**Run 1: routing congestion**

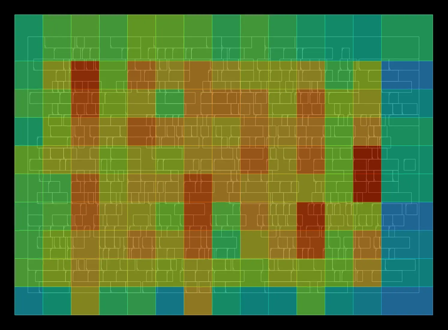
**Run 1: metal 2**

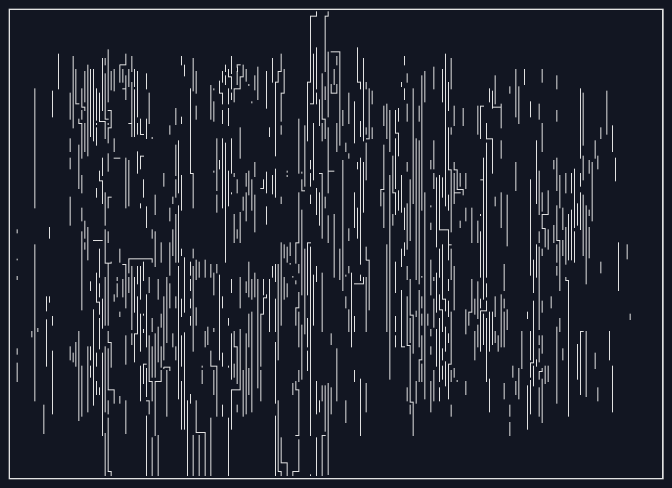
**Run 1: wiring by layer**

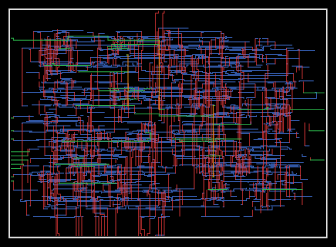
**Run 1: gate families picked out**

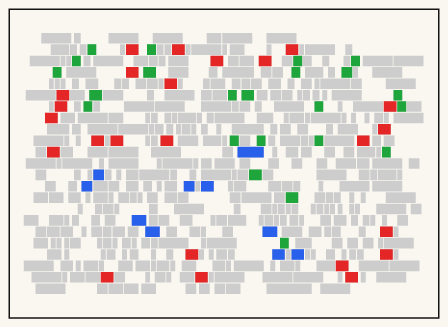
--- config.mk ---
export PLATFORM = sky130hd
export DESIGN_NAME = pll_tune_scheduler
export DESIGN_NICKNAME = d
export VERILOG_FILES = /design/src/rtl/pll_tune_scheduler.sv
export SDC_FILE = /design/constraint.sdc
export NUM_CORES = 1
export LEC_CHECK = 0
export CAP_MARGIN = 30
export CORE_ASPECT_RATIO = 0.7
export CORE_MARGIN = 3
export CORE_UTILIZATION = 50
export DETAILED_ROUTE_END_ITERATION = 8
export MAX_ROUTING_LAYER = met4
export PLACE_DENSITY_LB_ADDON = 0.05
export SYNTH_ARGS = -nofsm -noshare
export SYNTH_HDL_FRONTEND = slang
export SYNTH_SLANG_ARGS = --single-unit
export TNS_END_PERCENT = 5
--- constraint.sdc ---
create_clock -name clk -period 2.4 [get_ports clk]
set_clock_uncertainty 0.1 [all_clocks]
set_input_delay 0.24 -clock clk [delete_from_list [all_inputs] [get_ports clk]]
set_output_delay 0.24 -clock clk [all_outputs]
set_load 0.1 [all_outputs]
--- src/rtl/pll_tune_scheduler.sv ---
// Arbitrates PLL retune requests from two requesters, drives the reconfig
// wrapper handshake, and supervises lock acquisition with bounded PLL-reset retries.
module pll_tune_scheduler #(
   parameter int unsigned ACK_TIMEOUT   = 64,
   parameter int unsigned LOCK_TIMEOUT  = 50000,
   parameter int unsigned SETTLE_CYCLES = 256,
   parameter int unsigned RST_CYCLES    = 16,
   parameter int unsigned MAX_RETRY     = 2
) (
   input  logic       clk,
   input  logic       reset_n,
   input  logic       req_a,
   input  logic [2:0] m_a,
   input  logic [3:0] n_a,
   input  logic       req_b,
   input  logic [2:0] m_b,
   input  logic [3:0] n_b,
   output logic       gnt_a,
   output logic       gnt_b,
   output logic [2:0] cfg_m,
   output logic [3:0] cfg_n,
   output logic       cfg_strobe,
   input  logic       cfg_busy,
   input  logic       pll_lock,
   output logic       pll_reset,
   output logic       done,
   output logic       err,
   output logic       ready,
   output logic       lock_lost
);

   localparam int unsigned ACK_W = $clog2(ACK_TIMEOUT + 1);
   localparam int unsigned SET_W = $clog2(SETTLE_CYCLES + 1);
   localparam int unsigned RST_W = $clog2(RST_CYCLES + 1);
   localparam int unsigned RTY_W = $clog2(MAX_RETRY + 2);

   typedef enum logic [2:0] {
      IDLE, ISSUE, WAIT_ACK, WAIT_DONE, WAIT_LOCK, RST_PLL
   } state_t;

   state_t             state, state_d;
   logic               lock_s1, lock_sync;
   logic               prefer_b, prefer_b_d;
   logic               skip_pend, skip_d;
   logic               gnt_a_d, gnt_b_d, strobe_d, pll_reset_d;
   logic               done_d, err_d, ready_d, lock_lost_d;
   logic [2:0]         cfg_m_d;
   logic [3:0]         cfg_n_d;
   logic [ACK_W-1:0]   ack_cnt, ack_d;
   logic [15:0]        lock_cnt, lock_d;
   logic [SET_W-1:0]   settle_cnt, settle_d;
   logic [RST_W-1:0]   rst_cnt, rst_d;
   logic [RTY_W-1:0]   retry_cnt, retry_d;
   logic               pick_b;
   logic [2:0]         req_m;
   logic [3:0]         req_n;

   always_ff @(posedge clk) begin
      if (!reset_n) begin
         state      <= IDLE;
         lock_s1    <= 1'b0;
         lock_sync  <= 1'b0;
         prefer_b   <= 1'b0;
         skip_pend  <= 1'b0;
         gnt_a      <= 1'b0;
         gnt_b      <= 1'b0;
         cfg_m      <= '0;
         cfg_n      <= '0;
         cfg_strobe <= 1'b0;
         pll_reset  <= 1'b0;
         done       <= 1'b0;
         err        <= 1'b0;
         ready      <= 1'b0;
         lock_lost  <= 1'b0;
         ack_cnt    <= '0;
         lock_cnt   <= '0;
         settle_cnt <= '0;
         rst_cnt    <= '0;
         retry_cnt  <= '0;
      end else begin
         state      <= state_d;
         lock_s1    <= pll_lock;
         lock_sync  <= lock_s1;
         prefer_b   <= prefer_b_d;
         skip_pend  <= skip_d;
         gnt_a      <= gnt_a_d;
         gnt_b      <= gnt_b_d;
         cfg_m      <= cfg_m_d;
         cfg_n      <= cfg_n_d;
         cfg_strobe <= strobe_d;
         pll_reset  <= pll_reset_d;
         done       <= done_d;
         err        <= err_d;
         ready      <= ready_d;
         lock_lost  <= lock_lost_d;
         ack_cnt    <= ack_d;
         lock_cnt   <= lock_d;
         settle_cnt <= settle_d;
         rst_cnt    <= rst_d;
         retry_cnt  <= retry_d;
      end
   end

   assign pick_b = req_b && (!req_a || prefer_b);
   assign req_m  = pick_b ? m_b : m_a;
   assign req_n  = pick_b ? n_b : n_a;

   always_comb begin
      state_d     = state;
      prefer_b_d  = prefer_b;
      skip_d      = 1'b0;
      gnt_a_d     = 1'b0;
      gnt_b_d     = 1'b0;
      cfg_m_d     = cfg_m;
      cfg_n_d     = cfg_n;
      strobe_d    = 1'b0;
      pll_reset_d = 1'b0;
      done_d      = 1'b0;
      err_d       = 1'b0;
      ready_d     = ready;
      lock_lost_d = lock_lost;
      ack_d       = ack_cnt;
      lock_d      = lock_cnt;
      settle_d    = settle_cnt;
      rst_d       = rst_cnt;
      retry_d     = retry_cnt;

      unique case (state)
         IDLE: begin
            if (skip_pend) done_d = 1'b1;
            if (ready && !lock_sync) begin
               ready_d     = 1'b0;
               lock_lost_d = 1'b1;
            end
            // Requests stay asserted through the gnt cycle, so no grant while a gnt is out.
            if ((req_a || req_b) && !cfg_busy && !gnt_a && !gnt_b) begin
               gnt_a_d    = !pick_b;
               gnt_b_d    = pick_b;
               prefer_b_d = !pick_b;
               cfg_m_d    = req_m;
               cfg_n_d    = req_n;
               if (ready && lock_sync && req_m == cfg_m && req_n == cfg_n) begin
                  skip_d = 1'b1;
               end else begin
                  ready_d = 1'b0;
                  state_d = ISSUE;
               end
            end
         end
         ISSUE: begin
            strobe_d = 1'b1;
            ack_d    = '0;
            state_d  = WAIT_ACK;
         end
         WAIT_ACK: begin
            if (cfg_busy) begin
               state_d = WAIT_DONE;
            end else if (ack_cnt == ACK_W'(ACK_TIMEOUT - 1)) begin
               err_d   = 1'b1;
               state_d = IDLE;
            end else begin
               ack_d = ack_cnt + ACK_W'(1);
            end
         end
         WAIT_DONE: begin
            if (!cfg_busy) begin
               lock_d   = '0;
               settle_d = '0;
               state_d  = WAIT_LOCK;
            end
         end
         WAIT_LOCK: begin
            if (lock_sync && settle_cnt == SET_W'(SETTLE_CYCLES - 1)) begin
               done_d      = 1'b1;
               ready_d     = 1'b1;
               lock_lost_d = 1'b0;
               retry_d     = '0;
               state_d     = IDLE;
            end else begin
               settle_d = lock_sync ? settle_cnt + SET_W'(1) : '0;
               if (lock_cnt == 16'(LOCK_TIMEOUT - 1)) begin
                  if (retry_cnt < RTY_W'(MAX_RETRY)) begin
                     retry_d     = retry_cnt + RTY_W'(1);
                     pll_reset_d = 1'b1;
                     rst_d       = '0;
                     state_d     = RST_PLL;
                  end else begin
                     err_d   = 1'b1;
                     retry_d = '0;
                     state_d = IDLE;
                  end
               end else begin
                  lock_d = lock_cnt + 16'd1;
               end
            end
         end
         RST_PLL: begin
            if (rst_cnt == RST_W'(RST_CYCLES - 1)) begin
               lock_d   = '0;
               settle_d = '0;
               state_d  = WAIT_LOCK;
            end else begin
               pll_reset_d = 1'b1;
               rst_d       = rst_cnt + RST_W'(1);
            end
         end
         default: state_d = IDLE;
      endcase
   end

endmodule

==> flow_summary_export.csv, run 1 <==
group,metric,value,unit
synth,post_synth_xor_area_fraction,6.48,%
route,antenna_violating_nets_post_route,0,
power,power.share.combinational,39.2,%
sta,rsz_0062_raised_after_global_routing,"yes",
synth,synth.net_count,416,
power,total_power,3.43,mW
floorplan,die_footprint,0.00751,mm²
setup_path,critical-path-slowest-cell,"or4_1",
floorplan,floorplan.rows,23,
synth,flop_cell,"dfxtp_1",
cells_and_area,finalNetCount,474,
setup_path,cp.buffers_inverters,0,
clocking,cts_tree,"yes",
setup_path,timing.critical_path.cells,"ha_1, and3_1, ha_1, nand4b_1, o211ai_4, o21ai_2, or4_1, nand2_1",
place,hpwlAfterDp,5.95,mm
synth,synth-edff-count,0,
flow_run,stage_log_warnings,27,
power,power.share.switching,41.0,%
synth,top_logic_kind,"simple AND/OR/NAND/NOR gates",
power,pwr_density_cell,862,mW/mm²
synth,netlist.top_cell.by_area,"dfxtp_1",
power,net_switching_power,1.40,mW
clocking,htree_num_levels,3,
route,vias_per_cell,5.79,
sta,fmax,443,MHz
sta,final.setup.worst_slack,0.141,ns
synth,synthAdderAreaFrac,2.31,%
route,detailroute.wirelength.met2,3.33,mm
cells_and_area,antenna_diode_count,0,
synth,yosys.area_share.aoi,18.4,%
floorplan,die_span_in_x,102,µm
cells_and_area,largest_reg_flops,16,
cells_and_area,flow.area_growth_from_synthesis,22.7,%
setup_path,startpoint_to_endpoint_class_of_the_critical_path,"reg2reg",
clocking,cts_hold_repair_buffers,0,
global_route,number_of_global_route_vias_before_repair,2842,
synth,syn-instance-count,390,
sta,worst_slew_pin_slew,0.567,ns
synth,ys_warn_count,0,
global_route,overflow,0,
power,total_leakage_power,1.42,nW
power,p_seq,1.19,mW
clocking,cts_root_cell,"clkbuf_8",
sta,final_hold_viol_count,0,
cells_and_area,max_flop_register,"lock_cnt",
place,gpl.final_weighted_congestion,0.843,
global_route,grt_start_max_net_pins,19,
sta,relSlewSlack,61.9,%
setup_path,critical_path_arrival,2.43,ns
synth,post_synth.cell_area_avg,8.32,µm²
place,detailedPlace.worstSlack,0.134,ns
power,sequentialPowerShare,34.7,%
outcome,status,"complete, no violations",
sta,final_setup_violation_count,0,
cells_and_area,finish.cell_count_without_fillers,528,
place,post_dp_cell_area,0.00376,mm²
power,power_group_with_the_highest_consumption,"combinational logic",
global_route,globalRouteTotalUtil,23.5,%
clocking,cts_repair_resize_count,0,
synth,yosysChipArea,0.00324,mm²
global_route,antenna_found_initial,0,
synth,yosys_cells,390,
sta,final.setup.tns,0,ns
Back to the opening pictures, 'routing congestion':
met1 routing resource usage after global routing: 34.2%
global routing usage on met3: 5.31%
WL per Instance: 15.1 µm
most utilized layer in the global route result: met1
M2 GR Usage: 32.9%

Back to the opening pictures, 'metal 2':
nets with wire on the layer: 388
wire length on this layer: 3330 µm
main direction: vertical
via count of the routed design: 3059
final routed wirelength across all metal layers: 7.99 mm

Back to the opening pictures, 'wiring by layer':
| layer | colour | wire length |
|---|---|---|
| metal 3 | green | 401 µm |
| metal 4 | orange | 61.9 µm |
| metal 1 | blue | 4200 µm |
| metal 2 | red | 3330 µm |

Back to the opening pictures, 'gate families picked out':
| family | colour | cells |
|---|---|---|
| and/or cells | green | 23 |
| non-inverting ao/oa cells | blue | 10 |
| xor and xnor cells | red | 24 |

[run 1: layout by cell type (no fill, tap or decap), drive strengths merged, types with 7 or more instances in the layout]
cell type and n:
dfxtp 61, nor2 56, buf 42, nand2 34, clkdlybuf4s50 19, o21ai 19, a21oi 18, inv 17
xnor2 15, nand4 12, nand3 12, clkbuf 12, nor3 12, xor2 9, or3 7, a211oi 7
[run 1: cell usage after synthesis, types with 4 or more instances]
library cell	instances
a211oi_1	7
nor3_1	8
nand2_1	34
ha_1	6
a311oi_1	6
inv_1	17
or3_1	7
nand2b_1	4
nand3b_1	4
and3_1	5
xor2_1	9
nor2_1	56
nand4_1	12
clkbuf_1	10
nor3_2	4
o21ai_0	16
a21oi_1	18
o211ai_1	4
nand3_1	12
dfxtp_1	61
xnor2_1	15
nor3b_1	4
mux2i_1	4
nor4bb_1	4
o2111ai_1	6
[run 1: layout make-up]
| cell class | instances | area, µm² |
|---|---|---|
| inverters | 17 | 63.8 |
| clock inverters | 4 | 47.5 |
| flip-flops and latches | 61 | 1220 |
| well taps | 75 | 93.8 |
| clock buffers | 12 | 145 |
| repair buffers | 61 | 505 |
| fillers | 537 | 2010 |
| multi-input cells | 298 | 1900 |
[run 1: metal layers]
| layer | GRT usage, % | vias to the layer above |
|---|---|---|
| met5 | - | - |
| met4 | 5.68 | 0 |
| li1 | - | 1542 |
| met1 | 34.2 | 1431 |
| met3 | 5.31 | 9 |
| met2 | 32.9 | 77 |
[run 1: path summary, 6_finish.rpt]
path	slack, ns	start	cells past startpoint	endpoint
hold reg to reg	0.35	lock_s1	1	lock_sync
setup reg to reg	0.14	rst_cnt[0]	8	lock_cnt[3]
setup / recovery	0.14	rst_cnt[0]	8	lock_cnt[3]
hold / removal	0.35	lock_s1	1	lock_sync
## Run 2: what changed since run 1
- ABC_AREA: default -> 0
- SLEW_MARGIN: default -> 5
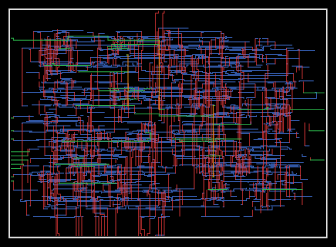
**Above:** run 2 (wiring by layer).
| layer | colour | wire length |
|---|---|---|
| metal 1 | blue | 4200 µm |
| metal 4 | orange | 61.9 µm |
| metal 3 | green | 401 µm |
| metal 2 | red | 3330 µm |

==> run 2 against run 1 <==
Compared with the run above: power is the same; highest routed layer unchanged; worst hold slack unchanged; largest power group unchanged; clock-buffer cell count stayed put; area after synthesis unchanged; global-route usage unchanged.
==> flow_summary_export.csv, run 2 <==
group,metric,value,unit
outcome,status,"complete, no violations",
sta,fmax,443,MHz
clocking,cts_root_cell,"clkbuf_8",
setup_path,startpoint,"rst_cnt[0]",
synth,post_synth.cell_area_avg,8.32,µm²
cells_and_area,finalNetCount,474,
setup_path,worstReg2RegEnd,"lock_cnt[3]",
cells_and_area,max_flop_register,"lock_cnt",
synth,synthAdderAreaFrac,2.31,%
power,total_power,3.43,mW
global_route,number_of_global_route_vias_before_repair,2842,
sta,worst_slew_pin_slew,0.567,ns
clocking,worst_skew_pair.late_latency,0.33,ns
floorplan,die_span_in_x,102,µm
route,antenna_violating_nets_post_route,0,
global_route,overflow,0,
clocking,htree_num_levels,3,
sta,final.setup.worst_slack,0.141,ns
route,drc,0,
synth,yosysChipArea,0.00324,mm²
floorplan,die_footprint,0.00751,mm²
global_route,antenna_found_initial,0,
floorplan,design.core.area,0.00599,mm²
sta,rsz_0062_raised_after_global_routing,"yes",
sta,final_hold_viol_count,0,
setup_path,worstRegToRegCells,8,
synth,synth.net_count,416,
cells_and_area,largest_reg_flops,16,
cells_and_area,flow.area_growth_from_synthesis,22.7,%
synth,synthMostInstantiatedCell,"dfxtp_1",
power,total_leakage_power,1.42,nW
route,via_count_of_the_routed_design,3059,
synth,ys_warn_count,0,
power,pwr_density_cell,862,mW/mm²
setup_path,startpoint_to_endpoint_class_of_the_critical_path,"reg2reg",
synth,synth-edff-count,0,
place,hpwlAfterDp,5.95,mm
synth,netlist.top_cell.by_area,"dfxtp_1",
setup_path,crit_path_end,"lock_cnt[3]",
synth,post_synth_most_frequent_cells,"61 x dfxtp_1, 56 x nor2_1, 34 x nand2_1, 18 x a21oi_1, 17 x inv_1",
synth,flop_cell,"dfxtp_1",
route,vias_per_cell,5.79,
cells_and_area,antenna_diode_count,0,
place,detailedPlace.worstSlack,0.134,ns
sta,final.setup.tns,0,ns
synth,yosys.area_share.aoi,18.4,%
cells_and_area,finish.cell_count_without_fillers,528,
place,numPlacedInstances,510,
cells_and_area,final_cell_mix,"61 x dfxtp_1, 56 x nor2_1, 42 x buf_4",
sta,relSlewSlack,61.9,%
setup_path,critical_path_arrival,2.43,ns
synth,top_logic_kind,"simple AND/OR/NAND/NOR gates",
sta,final_setup_violation_count,0,
clocking,cts_hold_repair_buffers,0,
setup_path,r2r_start,"rst_cnt[0]",
cells_and_area,layout_top_cell_excl_fill_tap,"dfxtp_1",
synth,post_synth_xor_area_fraction,6.48,%
floorplan,floorplan.rows,23,
setup_path,worst-r2r-setup-slack,0.14,ns
synth,syn-instance-count,390,
synth,yosys_cells,390,
place,post_dp_cell_area,0.00376,mm²
global_route,globalRouteTotalUtil,23.5,%
## run 2: routing by layer
layer	share of wire (%)	vias up	track usage (%)
li1	-	1542	-
met1	53	1431	34.2
met2	42	77	32.9
met3	5.0	9	5.31
met4	0.76	0	5.68
met5	0	-	-
## run 2: power breakdown
group | switching, mW | total [mW] | leakage (nW) | internal [mW]
registers | 0.0851 | 1.19 | 0.494 | 1.10
logic | 0.929 | 1.34 | 0.829 | 0.416
clock network | 0.391 | 0.896 | 0.0964 | 0.505
total | 1.40 | 3.43 | 1.42 | 2.02
## run 2: cells by family after synthesis
| kind of cell | count (synthesis) |
|---|---|
| simple gates | 178 |
| buf+inv | 31 |
| compound gates | 85 |
| xor+xnor | 24 |
| fa+ha+maj | 6 |
| flops | 61 |
| mux | 5 |
## run 2: how the worst min path moves through the flow
stage | from | end | slack (ns) | depth (start not counted)
after floorplan | pll_lock | lock_s1 | 0.27 | 1
after global placement | ack_cnt[6] | ack_cnt[6] | 0.32 | 2
after detailed placement | ack_cnt[6] | ack_cnt[6] | 0.34 | 2
after CTS | ack_cnt[6] | ack_cnt[6] | 0.35 | 2
after global routing | lock_s1 | lock_sync | 0.36 | 1
final | lock_s1 | lock_sync | 0.35 | 1
## run 2: worst max-delay path: cells and delay by family, from the launching register on
family / cells / cell delay, ns
AND-OR/OR-AND: 2 / 0.37
adder cells (fa/ha/maj): 2 / 0.38
flip-flops: 1 / 0.39
AND/OR/NAND/NOR: 4 / 0.96
## run 2: final cells by class
cell class,count,area (µm²)
clock buffers,12,145
clock inverters,4,47.5
fillers,537,2010
inverters,17,63.8
multi-input cells,298,1900
flip-flops and latches,61,1220
well taps,75,93.8
repair buffers,61,505
## run 2: timing repair
action / in CTS / in global routing
setup endpoints to repair: 0 / 6
resized: 0 / 2
setup buffers: 0 / 2
Power figures rest on the tool's default switching activity, not on a simulated workload.
